## config.mk

```make
export PLATFORM = sky130hd
export DESIGN_NAME = uart_tx_fc
export DESIGN_NICKNAME = d
export VERILOG_FILES = /design/src/rtl/uart_pkg.sv /design/src/rtl/uart_bit_timer.sv /design/src/rtl/uart_tx_fc.sv
export SDC_FILE = /design/constraint.sdc
export NUM_CORES = 1
export LEC_CHECK = 0
export CAP_MARGIN = 10
export CORE_MARGIN = 1.5
export CORE_UTILIZATION = 54
export CTS_CLUSTER_DIAMETER = 120
export DETAILED_ROUTE_END_ITERATION = 16
export MAX_ROUTING_LAYER = met4
export PLACE_DENSITY = 0.82
export SLEW_MARGIN = 10
export SYNTH_ARGS = -nofsm -noshare
export SYNTH_HDL_FRONTEND = slang
export SYNTH_SLANG_ARGS = --single-unit
```

## constraint.sdc

```tcl
create_clock -name clk -period 2.84 [get_ports clk]
set_clock_uncertainty 0.15 [all_clocks]
set_input_delay 0.568 -clock clk [delete_from_list [all_inputs] [get_ports clk]]
set_output_delay 0.568 -clock clk [all_outputs]
set_load 0.005 [all_outputs]
```

## src/rtl/uart_pkg.sv

```systemverilog
// Shared types, constants and helpers for the UART transmit (and later receive) path.
package uart_pkg;

    // Parity mode as carried by the PARITY parameter (0 = none, 1 = odd, 2 = even).
    typedef enum logic [1:0] {
        PAR_NONE = 2'd0,
        PAR_ODD  = 2'd1,
        PAR_EVEN = 2'd2
    } parity_e;

    // Transmitter frame phases.
    typedef enum logic [2:0] {
        TX_IDLE,
        TX_START,
        TX_DATA,
        TX_PARITY,
        TX_STOP
    } tx_state_e;

    localparam int MAX_DATA_BITS  = 8;
    // start + data + parity + two stop bits
    localparam int MAX_FRAME_BITS = 1 + MAX_DATA_BITS + 1 + 2;
    localparam int BIT_CNT_W      = $clog2(MAX_FRAME_BITS);

    // Clocks per bit, rounded to the nearest integer.
    function automatic int calc_div(input int clk_hz, input int baud);
        return (clk_hz + baud / 2) / baud;
    endfunction

    // Map the integer parity parameter onto the enum; anything unknown means none.
    function automatic parity_e to_parity(input int mode);
        case (mode)
            1:       return PAR_ODD;
            2:       return PAR_EVEN;
            default: return PAR_NONE;
        endcase
    endfunction

    // Parity bit for a data word; unused upper bits must be zero.
    function automatic logic parity_bit(input logic [MAX_DATA_BITS-1:0] data,
                                        input parity_e                  mode);
        case (mode)
            PAR_ODD:  return ~^data;
            PAR_EVEN: return ^data;
            default:  return 1'b0;
        endcase
    endfunction

endpackage

```

## src/rtl/uart_bit_timer.sv

```systemverilog
// Bit-period timer: counts 0..DIV-1 and flags the last clock of each bit.
// Shared between the transmitter and the future receiver.
module uart_bit_timer
    import uart_pkg::*;
#(
    parameter int DIV = 434
) (
    input  logic clk,
    input  logic reset,
    input  logic restart,
    output logic tick
);

    localparam int              CNT_W = (DIV > 1) ? $clog2(DIV) : 1;
    localparam logic [CNT_W-1:0] LAST = CNT_W'(DIV - 1);

    logic [CNT_W-1:0] cnt;

    // Free-running divider, held at zero while restart is asserted.
    always_ff @(posedge clk) begin
        // NOTE: state registers use non-blocking assignment so every flop samples
        // pre-edge values and simulation ordering cannot change the result.
        if (reset || restart) begin
            cnt <= '0;
        end else if (cnt == LAST) begin
            cnt <= '0;
        end else begin
            cnt <= cnt + CNT_W'(1);
        end
    end

    assign tick = (cnt == LAST);

endmodule

```

## src/rtl/uart_tx_fc.sv

```systemverilog
// UART transmitter with CTS flow control: valid/ready byte input, framed as
// start, data LSB first, optional parity, 1 or 2 stop bits.
module uart_tx_fc
    import uart_pkg::*;
#(
    parameter int CLK_HZ         = 50000000,
    parameter int BAUD           = 115200,
    parameter int DATA_BITS      = 8,
    parameter int PARITY         = 0,
    parameter int STOP_BITS      = 1,
    parameter int CTS_ACTIVE_LOW = 1
) (
    input  logic                 clk,
    input  logic                 reset,
    input  logic [DATA_BITS-1:0] tx_data,
    input  logic                 tx_valid,
    output logic                 tx_ready,
    input  logic                 uart_cts,
    output logic                 uart_txd,
    output logic                 busy,
    output logic                 bit_tick
);

    localparam int      DIV           = calc_div(CLK_HZ, BAUD);
    localparam parity_e PAR_MODE      = to_parity(PARITY);
    localparam logic    CTS_NOT_CLEAR = (CTS_ACTIVE_LOW != 0);

    localparam logic [BIT_CNT_W-1:0] DATA_LAST = BIT_CNT_W'(DATA_BITS - 1);
    localparam logic [BIT_CNT_W-1:0] STOP_LAST = BIT_CNT_W'(STOP_BITS - 1);

    // Reject configurations the frame logic cannot represent.
    if (DIV < 4) begin : g_bad_div
        $error("uart_tx_fc: clocks per bit (%0d) must be at least 4", DIV);
    end
    if (DATA_BITS < 5 || DATA_BITS > MAX_DATA_BITS) begin : g_bad_data_bits
        $error("uart_tx_fc: DATA_BITS must be 5..8");
    end
    if (PARITY < 0 || PARITY > 2) begin : g_bad_parity
        $error("uart_tx_fc: PARITY must be 0, 1 or 2");
    end
    if (STOP_BITS < 1 || STOP_BITS > 2) begin : g_bad_stop_bits
        $error("uart_tx_fc: STOP_BITS must be 1 or 2");
    end

    tx_state_e            state;
    logic [BIT_CNT_W-1:0] bit_cnt;
    logic [DATA_BITS-1:0] shreg;
    logic                 par_q;
    logic                 cts_meta;
    logic                 cts_sync;
    logic                 cts_ok;
    logic                 accept;
    logic                 tick;

    // Two-flop synchroniser for the asynchronous CTS input; reset means "not clear".
    always_ff @(posedge clk) begin
        if (reset) begin
            cts_meta <= CTS_NOT_CLEAR;
            cts_sync <= CTS_NOT_CLEAR;
        end else begin
            cts_meta <= uart_cts;
            cts_sync <= cts_meta;
        end
    end

    assign cts_ok   = cts_sync ^ CTS_NOT_CLEAR;
    assign tx_ready = (state == TX_IDLE) && cts_ok && !reset;
    assign accept   = tx_valid && tx_ready;

    // Divider is parked at zero in IDLE, so the start bit always gets a full period.
    uart_bit_timer #(
        .DIV(DIV)
    ) u_bit_timer (
        .clk    (clk),
        .reset  (reset),
        .restart(state == TX_IDLE),
        .tick   (tick)
    );

    assign bit_tick = tick && (state != TX_IDLE);

    // Frame sequencer: walks start, data, parity and stop bits, one per timer tick.
    always_ff @(posedge clk) begin
        if (reset) begin
            // NOTE: the data shift register and parity flop are cleared too; they
            // are only read after an accept reloads them, but a defined value
            // keeps the register bank X-free for equivalence and gate sims.
            state    <= TX_IDLE;
            bit_cnt  <= '0;
            shreg    <= '0;
            par_q    <= 1'b0;
            uart_txd <= 1'b1;
            busy     <= 1'b0;
        end else begin
            case (state)
                TX_IDLE: begin
                    if (accept) begin
                        shreg    <= tx_data;
                        par_q    <= parity_bit(MAX_DATA_BITS'(tx_data), PAR_MODE);
                        bit_cnt  <= '0;
                        uart_txd <= 1'b0;
                        busy     <= 1'b1;
                        state    <= TX_START;
                    end
                end

                TX_START: begin
                    if (tick) begin
                        uart_txd <= shreg[0];
                        shreg    <= shreg >> 1;
                        bit_cnt  <= '0;
                        state    <= TX_DATA;
                    end
                end

                TX_DATA: begin
                    if (tick) begin
                        if (bit_cnt == DATA_LAST) begin
                            bit_cnt <= '0;
                            if (PAR_MODE != PAR_NONE) begin
                                uart_txd <= par_q;
                                state    <= TX_PARITY;
                            end else begin
                                uart_txd <= 1'b1;
                                state    <= TX_STOP;
                            end
                        end else begin
                            uart_txd <= shreg[0];
                            shreg    <= shreg >> 1;
                            bit_cnt  <= bit_cnt + BIT_CNT_W'(1);
                        end
                    end
                end

                TX_PARITY: begin
                    if (tick) begin
                        uart_txd <= 1'b1;
                        bit_cnt  <= '0;
                        state    <= TX_STOP;
                    end
                end

                TX_STOP: begin
                    if (tick) begin
                        if (bit_cnt == STOP_LAST) begin
                            bit_cnt <= '0;
                            busy    <= 1'b0;
                            state   <= TX_IDLE;
                        end else begin
                            bit_cnt <= bit_cnt + BIT_CNT_W'(1);
                        end
                    end
                end

                default: begin
                    uart_txd <= 1'b1;
                    busy     <= 1'b0;
                    bit_cnt  <= '0;
                    state    <= TX_IDLE;
                end
            endcase
        end
    end

endmodule

```

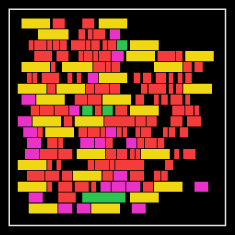
Run 1: cells colored by class
(4 px per um)
red -> all other logic  # cells 114, share of their area 49%
yellow -> flops  # cells 28, share of their area 35%
magenta -> other buffers and delay cells  # cells 22, share of their area 13%
green -> clock drivers and dummy loads  # cells 4, share of their area 3.3%
Final Util: 66.4%
Core Rows: 18

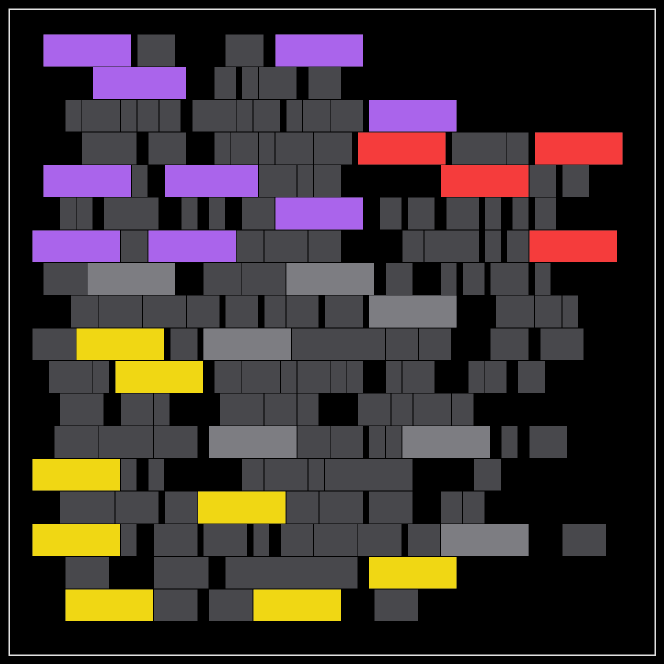
Run 1: register map, names as in the netlist
(12 px per um) Other sequential cells in the stronger gray, the rest of the logic in the fainter gray.
purple -> `u_bit_timer.cnt`  # placed flops 9
yellow -> `shreg`  # placed flops 8, where lower left
red -> `bit_cnt`  # placed flops 4, where upper right
not colored = 7

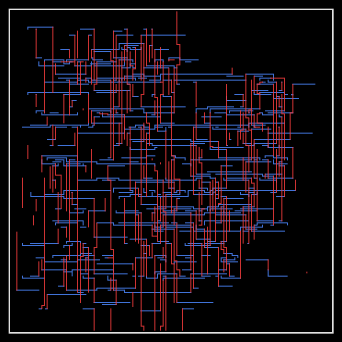
Run 1: signal wires by layer
(6 px per um) Only two layers are drawn.
blue -> met1  # wire length 1210 um
red -> met2  # wire length 1260 um

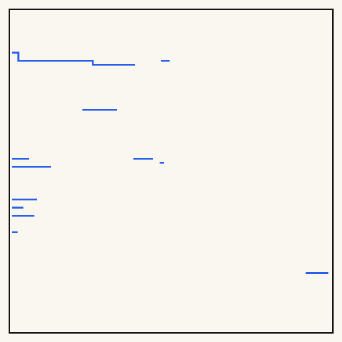
Run 1: the metal 3 layer
(6 px per um)
longest straight run = 12.4 um
nets with wire on the layer = 10
routed via count: 1111
WL final: 2560 um
grt met3 use: 3.33%

==> out/qor.yml, run 1 <==
synthesis:
  synth_cells: 151
  area_leaders: "dfxtp_1 (40%), mux2i_1 (7.2%), nor2_1 (7.0%), a211oi_1 (4.3%), ha_1 (3.6%)"
  ys_seq_share_pct: 40.4
  yosysTopAreaCell: "dfxtp_1"
  netlist.area_leader.share_pct: 40.4
  ys_types: 37
  yosys_cells: 151
layout:
  fill_cells: 192
  final_cell_mix: "nor2_1 (26), dfxtp_1 (26), clkdlybuf4s50_1 (14)"
  syn_to_final_growth_pct: 17.5
  final_area_mm2: 0.00163
  flop_area_um2: 563
drt:
  ant_nets: 0
  dr.first_iter.drc_count: 29
  wl_per_cell_um: 12.9
  routed_via_density: 5.61
min_path:
  min_path_type: "reg2reg"
  holdCritStartpoint: "cts_meta$_SDFF_PP1_"
  whs_path_depth: 1
clocking:
  clk_pin_slew_ns: 0.16
  cts.path.max_buffers: 2
  holdBufCountCts: 0
  tritoncts: "built"
sta:
  hold_viol: 0
  setup_viol: 0
  tightest_slew_ns: 0.467
setup_path:
  setup.worst_path.class: "reg2out"
  worstPathArrival_ns: 1.95
  worst_ep_required_time_ns: 2.12
  reg2regPathDepth: 7
place:
  place_hpwl_um: 1820
  port_buffers: 15
die:
  die-height_um: 53.7
pwr:
  ir_drop_v: 0.000375
  power.density_mw_per_mm2: 448
  p_leak_uw: 0.000546
global_route:
  grt_max_degree: 26
  antenna_found_initial: 0
  grt_usage_pct: 20.0
status:
  status: "finished, final reports clean"
run 1: power by group:
part | leakage, uW | total (uW) | internal, uW | switching, uW
registers | 0.000228 | 407 | 402 | 5.31
clock network | 0.0000279 | 259 | 143 | 116
logic | 0.000291 | 63.5 | 35.1 | 28.5
run 1: path summary, 6_finish.rpt:
check	slack [ns]	endpoint
setup / recovery	0.17	tx_ready
hold / removal	0.30	cts_sync$_SDFF_PP1_
setup reg to reg	0.44	shreg[0]$_SDFFE_PP0P_
hold reg to reg	0.30	cts_sync$_SDFF_PP1_
run 1: Yosys cell counts:
cell	count
dfxtp_1	28
nor2_1	26
mux2i_1	10
a211oi_1	8
nand3_1	8
a21oi_1	5
clkbuf_1	5
nand2_1	5
ha_1	4
nand2b_1	4
nor2b_1	4
xnor2_1	4
xor2_1	4
a211oi_2	3
inv_1	3
buf_2	2
buf_6	2
nor3_1	2
nor4_1	2
o21ai_0	2
o2bb2ai_1	2
or2_2	2
or3_1	2
a211oi_4	1
a21oi_2	1
a31oi_1	1
a31oi_4	1
and4_1	1
nand3b_1	1
nand4_1	1
nand4b_1	1
nor3b_1	1
o31a_1	1
o31ai_1	1
or3b_2	1
or4b_1	1
or4b_2	1
run 1: cells by family (layout without fill, tap and decap cells):
family          count (synthesis)  count (layout)  share of synthesized area (%)
compound gates                 26              26                           16.1
flops                          28              28                           40.4
buf+inv                        12              29                           4.51
simple gates                   63              63                           23.2
mux                            10              10                           7.21
fa+ha+maj                       4               4                           3.61
xor+xnor                        8               8                           5.05
run 1: metrics by stage:
step / util [%] / hold slack, ns / worst slack, ns / power [uW] / cells
after floorplan: - / 0.239 / 0.579 / 453 / 151
after global placement: 63.6 / 0.246 / 0.271 / 477 / 192
after detailed placement: 63.6 / 0.252 / 0.271 / 480 / 192
after CTS: 66.4 / 0.297 / 0.140 / 741 / 198
after global routing: 66.4 / 0.324 / 0.0703 / 758 / 198
final: 66.4 / 0.301 / 0.169 / 730 / 198
run 1: what timing repair did:
| action | 4_1_cts | 5_1_grt |
|---|---|---|
| setup endpoints to repair | 1 | 0 |
| gates resized | 3 | 0 |
| setup buffers | 2 | 0 |
run 1: registers in the layout, summed over array words and instances, names as in the netlist:
signal           flops
cts_sync             1
shreg                8
uart_txd             1
bit_cnt              4
cts_meta             1
u_bit_timer.cnt      9
busy                 1
state                3
run 1: metal layers:
metal	wire [um]	part of all wire [%]	track usage, %	up-vias
met5	0	0	-	-
met4	32	1.3	5.13	0
met3	54	2.1	3.33	4
met2	1260	49	33.7	12
met1	1210	47	24.8	528
li1	-	-	-	567
run 1: critical path: stages (launching register included):
cell and delay (ns):
dfxtp_1 0.44, or3_1 0.43, nor3_1 0.20, clkdlybuf4s50_1 0.55
run 1: layout make-up:
| class | instances | area share [%] |
|---|---|---|
| timing repair buffer | 22 | 12.4 |
| tap | 30 | 2.30 |
| clock inverter | 1 | 1.84 |
| sequential | 28 | 34.5 |
| multi-input combinational | 111 | 46.9 |
| clock buffer | 3 | 1.38 |
| inverter | 3 | 0.691 |
Run 1, cell placement:
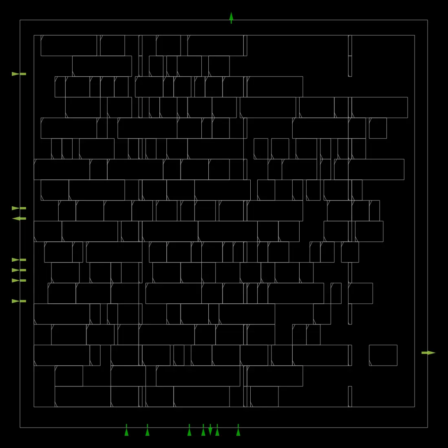

==> run 2: changes to the inputs <==
Settings changed: ABC_AREA from default to 1, CORE_UTILIZATION 54 to 51, PLACE_DENSITY 0.82 to 0.8, SLEW_MARGIN 10 to 40.
Clock period 2.84 ns to 2.44 ns, I/O delays scaled along.
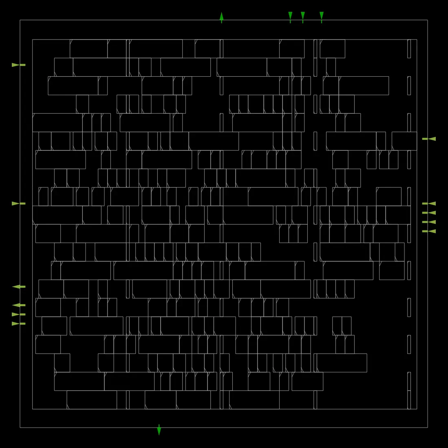
Run 2: cell placement
Seq area share: 29.6%
Final Util: 62.4%
FF+latch count: 28

==> out/qor.yml, run 2 <==
synthesis:
  top_cell: "nand2_1"
  common_cells: "nand2_1 (75), nor2_1 (31), dfxtp_1 (28), inv_1 (24), nor2_2 (10)"
  yosys_cells: 242
  ys_types: 30
  edf_count: 0
  netlist.area_leader.share_pct: 33.8
  dominantRegCellSynth: "dfxtp_1"
  synth_cells: 242
  synthArstFlopShare_pct: 0
pwr:
  power.density_mw_per_mm2: 931
  p_leak_uw: 0.000881
  clkPwrFrac_pct: 12.9
  p_comb_share_pct: 49.3
  swShare_pct: 42.7
global_route:
  grt_max_degree: 16
  grt_usage_pct: 19.3
  antenna_found_initial: 0
sta:
  tightest_slew_ns: 0.343
  setup_viol: 0
layout:
  top_regs: "u_bit_timer.cnt x9, shreg x8, bit_cnt x4"
  syn_to_final_growth_pct: 16.0
  regMostFlops: "u_bit_timer.cnt"
  final_cell_mix: "nand2_1 (74), nor2_1 (31), dfxtp_1 (24)"
  largest_reg_flops: 9
clocking:
  cts.path.max_buffers: 2
  tritoncts: "built"
  clk_pin_slew_ns: 0.15
status:
  status: "finished, final reports clean"
drt:
  wl_per_cell_um: 9.43
  routed_via_density: 4.63
setup_path:
  worstPathArrival_ns: 1.68
  worst_ep_required_time_ns: 1.80
place:
  port_buffers: 15
die:
  die-height_um: 60.0
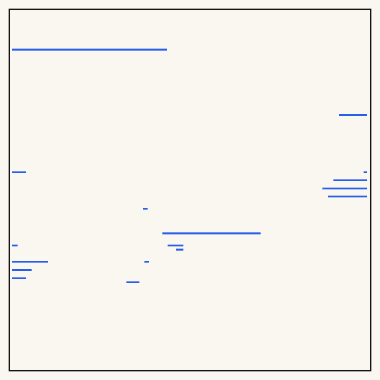
Run 2: the metal 3 layer
(6 px per um)
main direction = horizontal
share of all routed wire = 2.9%
wire length on this layer = 84.0 um
routed via count: 1422
grt met3 use: 1.95%
WL final: 2900 um

[run 2: routing by layer]
| layer | track usage (%) | up-vias | routed length [um] |
|---|---|---|---|
| li1 | - | 784 | - |
| met1 | 26.1 | 615 | 1420 |
| met2 | 30.0 | 21 | 1380 |
| met3 | 1.95 | 2 | 83 |
| met4 | 6.67 | 0 | 8 |
| met5 | - | - | 0 |
[run 2: worst paths after layout]
check                          start  slack [ns]  cells after the start                     to
max            state[1]$_SDFFE_PP0P_        0.12                      4               tx_ready
min              cts_meta$_SDFF_PP1_        0.28                      1    cts_sync$_SDFF_PP1_
max reg2reg  bit_cnt[1]$_SDFFE_PP0P_        0.64                     10  state[1]$_SDFFE_PP0P_
min reg2reg      cts_meta$_SDFF_PP1_        0.28                      1    cts_sync$_SDFF_PP1_
[run 2: cells by family after synthesis]
kind of cell / after synthesis / synth area share (%)
xor gates and xnor gates: 3 / 1.59
AOI/OAI and AO/OA: 17 / 5.51
buffers and inverters: 33 / 8.91
DFF: 28 / 33.8
adders and majority gates: 4 / 3.02
and+or+nand+nor: 157 / 47.1
[run 2: power groups by stage]
stage | Sequential [uW] | Clock (uW) | Combinational (uW)
2_1_floorplan | 662 | 0 | 740
3_3_place_gp | 680 | 0 | 849
3_5_place_dp | 681 | 0 | 861
4_1_cts | 669 | 236 | 880
5_1_grt | 697 | 255 | 1030
6_report | 677 | 231 | 882
[run 2: critical path: stages, from the launching register on]
cell and delay [ns]:
dfxtp_4 0.40, nor3_4 0.21, inv_2 0.08, nor3_2 0.13
clkdlybuf4s50_1 0.53
[run 2: repair_timing]
action	4_1_cts	5_1_grt
gates cloned	0	0
resized	4	6
buffers inserted	2	0
setup endpoints to repair	1	2
hold buffers	0	0
[run 2: area by class of cell]
class	count	area, um2
timing repair buffer	20	190
sequential	28	568
fill	300	1160
multi-input combinational	181	960
clock buffer	4	36.3
inverter	30	113
tap	44	55.1
[run 2: through the flow]
| step | power [uW] | hold slack [ns] | utilization, % | setup slack (ns) | instance area (um2) |
|---|---|---|---|---|---|
| after floorplan | 1400 | 0.239 | - | 0.748 | 1660 |
| after detailed placement | 1540 | 0.250 | 60.1 | 0.132 | 1850 |
| after global placement | 1530 | 0.243 | 60.1 | 0.172 | 1850 |
| after global routing | 1980 | 0.312 | 62.4 | 0.0374 | 1920 |
| final | 1790 | 0.283 | 62.4 | 0.122 | 1920 |
| after CTS | 1780 | 0.288 | 62.0 | 0.000931 | 1910 |
Run 2, signal wires by layer:
(6 px per um) Only two layers are drawn.
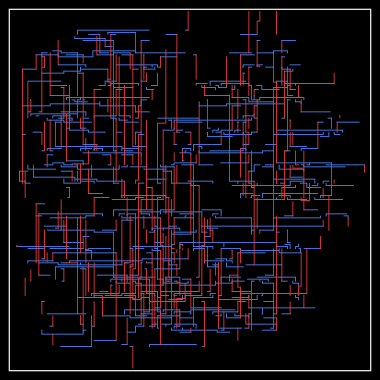

==> run 3: changes to the inputs <==
Settings changed: ABC_AREA 1 to default, CORE_UTILIZATION 51 to 50, SYNTH_HIERARCHICAL from default to 1.
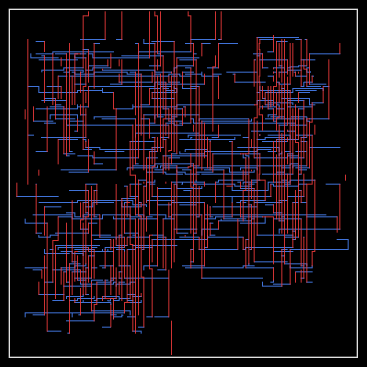
Run 3: signal wires by layer
(6 px per um) Only two layers are drawn.
blue -> met1  # wire length 1510 um
red -> met2  # wire length 1810 um
WL final: 3500 um
WL/cell: 15.6 um

==> out/qor.yml, run 3 <==
drt:
  dr.first_iter.drc_count: 94
  ant_nets: 0
setup_path:
  r2r_start: "u_bit_timer/cnt[2]$_SDFF_PP0_"
  worst_ep_required_time_ns: 1.80
  reg2regPathDepth: 9
  regToRegSetupSlack_ns: 0.13
  timing.rr.end: "state[2]$_SDFFE_PP0P_"
synthesis:
  synth_cells: 165
  dominantRegCellSynth: "dfxtp_1"
  top_cell: "dfxtp_1"
  simple_gate_share_pct: 23.3
  ys_sh_mux_pct: 6.01
  xor_area_share_pct: 2.34
  edf_count: 0
  yosysTopAreaCell: "dfxtp_1"
layout:
  syn_to_final_growth_pct: 25.7
  largest_reg_flops: 9
  logic_area_um2: 911
  final_util_pct: 67.2
  layoutNonFillerInstCount: 225
global_route:
  grt_max_degree: 18
  grtUsageMet3_pct: 2.68
  grt_busiest_layer: "met2"
min_path:
  min_path_type: "reg2reg"
place:
  dpl_cell_area_mm2: 0.00174
  port_buffers: 15
clocking:
  clk_pin_slew_ns: 0.16
  cts.path.max_buffers: 2
  holdBufCountCts: 0
pwr:
  ir_drop_v: 0.000332
sta:
  tightest_slew_ns: 0.465
  hold_viol: 0
die:
  rows: 19
status:
  status: "finished, final reports clean"
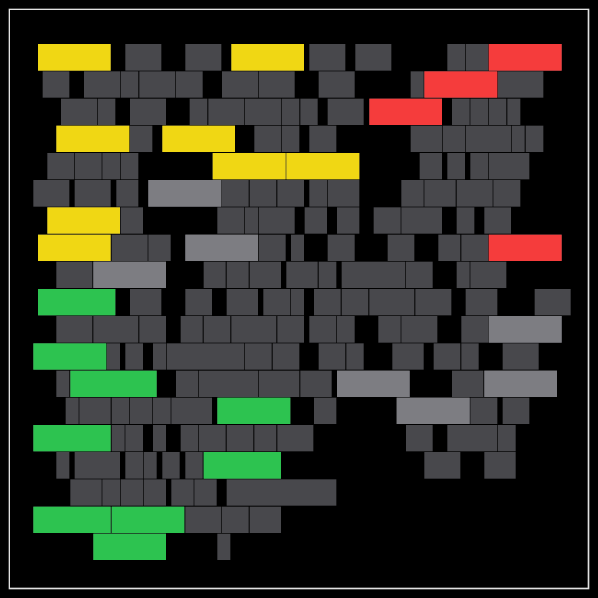
Run 3: register map, names as in the netlist
(10 px per um) Other sequential cells in the stronger gray, the rest of the logic in the fainter gray.
red -> `bit_cnt`  # placed flops 4, where upper right
green -> `u_bit_timer/cnt`  # placed flops 9
yellow -> `shreg`  # placed flops 8
not colored = 7
Seq area share: 30.2%
Sequential Area: 569 um2
Seq power: 466 uW

## run 3: cell types whose count changed in the layout (fill, tap and decap cells not counted), moves of 4 or more
cell      previous run  this run
buf_4                5        18
nand2b_1             0         4
a211oi_1             0         8
nand4_1              1         6
nand2_1             74         3
or3_1                0         4
nand2_2             10         1
inv_2                7         0
mux2i_1              0         9
a21oi_1              9        15
nor2_2              10         1
nand3_1              9         5
inv_1               23         5
nor2_1              31         8
## run 3: cell families after synthesis
| logic type | Yosys count |
|---|---|
| buf+inv | 14 |
| fa+ha+maj | 4 |
| simple gates | 57 |
| flops | 28 |
| mux | 9 |
| compound gates | 49 |
| xor+xnor | 4 |
## run 3: worst max-delay path, cell delays in order
cell and delay, ns:
clkdlybuf4s50_1 0.49, nor3b_2 0.21, clkdlybuf4s50_1 0.53
## run 3: how the worst max path moves through the flow
stage / end / from
6_report: tx_ready / reset
5_1_grt: state[2]$_SDFFE_PP0P_ / u_bit_timer/cnt[1]$_SDFF_PP0_
4_1_cts: tx_ready / reset
3_5_place_dp: shreg[2]$_SDFFE_PP0P_ / reset
3_3_place_gp: tx_ready / reset
2_1_floorplan: shreg[0]$_SDFFE_PP0P_ / u_bit_timer/cnt[2]$_SDFF_PP0_
## run 3: layout make-up
type	instances	area share [%]
Timing Repair Buffer	34	15.7
Multi-Input combinational cell	123	48.3
Tap cell	31	2.06
Inverter	5	0.995
Clock buffer	3	1.19
Sequential cell	28	30.2
Clock inverter	1	1.59
## run 3: per-stage QoR
stage,power (uW),TNS [ns]
6_report,836,0
5_1_grt,865,0
4_1_cts,842,0
3_5_place_dp,537,-0.0153
3_3_place_gp,534,0
2_1_floorplan,506,0
## run 3: routing by layer
layer | wire, um | part of all wire, %
met1 | 1510 | 43
met2 | 1810 | 52
met3 | 97 | 2.8
met4 | 76 | 2.2
met5 | 0 | 0
## run 3: repair_timing
item / CTS / global route
gates resized: 9 / 9
endpoints found under the hold margin: 0 / 0
setup buffers: 4 / 0
endpoints found under the setup margin: 1 / 5
pin swaps: 1 / 3
gates cloned: 0 / 0
## run 3: power groups by stage
stage          Sequential [uW]  Combinational (uW)  Clock [uW]
2_1_floorplan              476                30.0           0
3_5_place_dp               477                60.4           0
5_1_grt                    467                68.7         330
4_1_cts                    466                61.4         315
6_report                   466                63.0         307
3_3_place_gp               476                58.0           0
Power figures rest on the tool's default switching activity, not on a simulated workload.
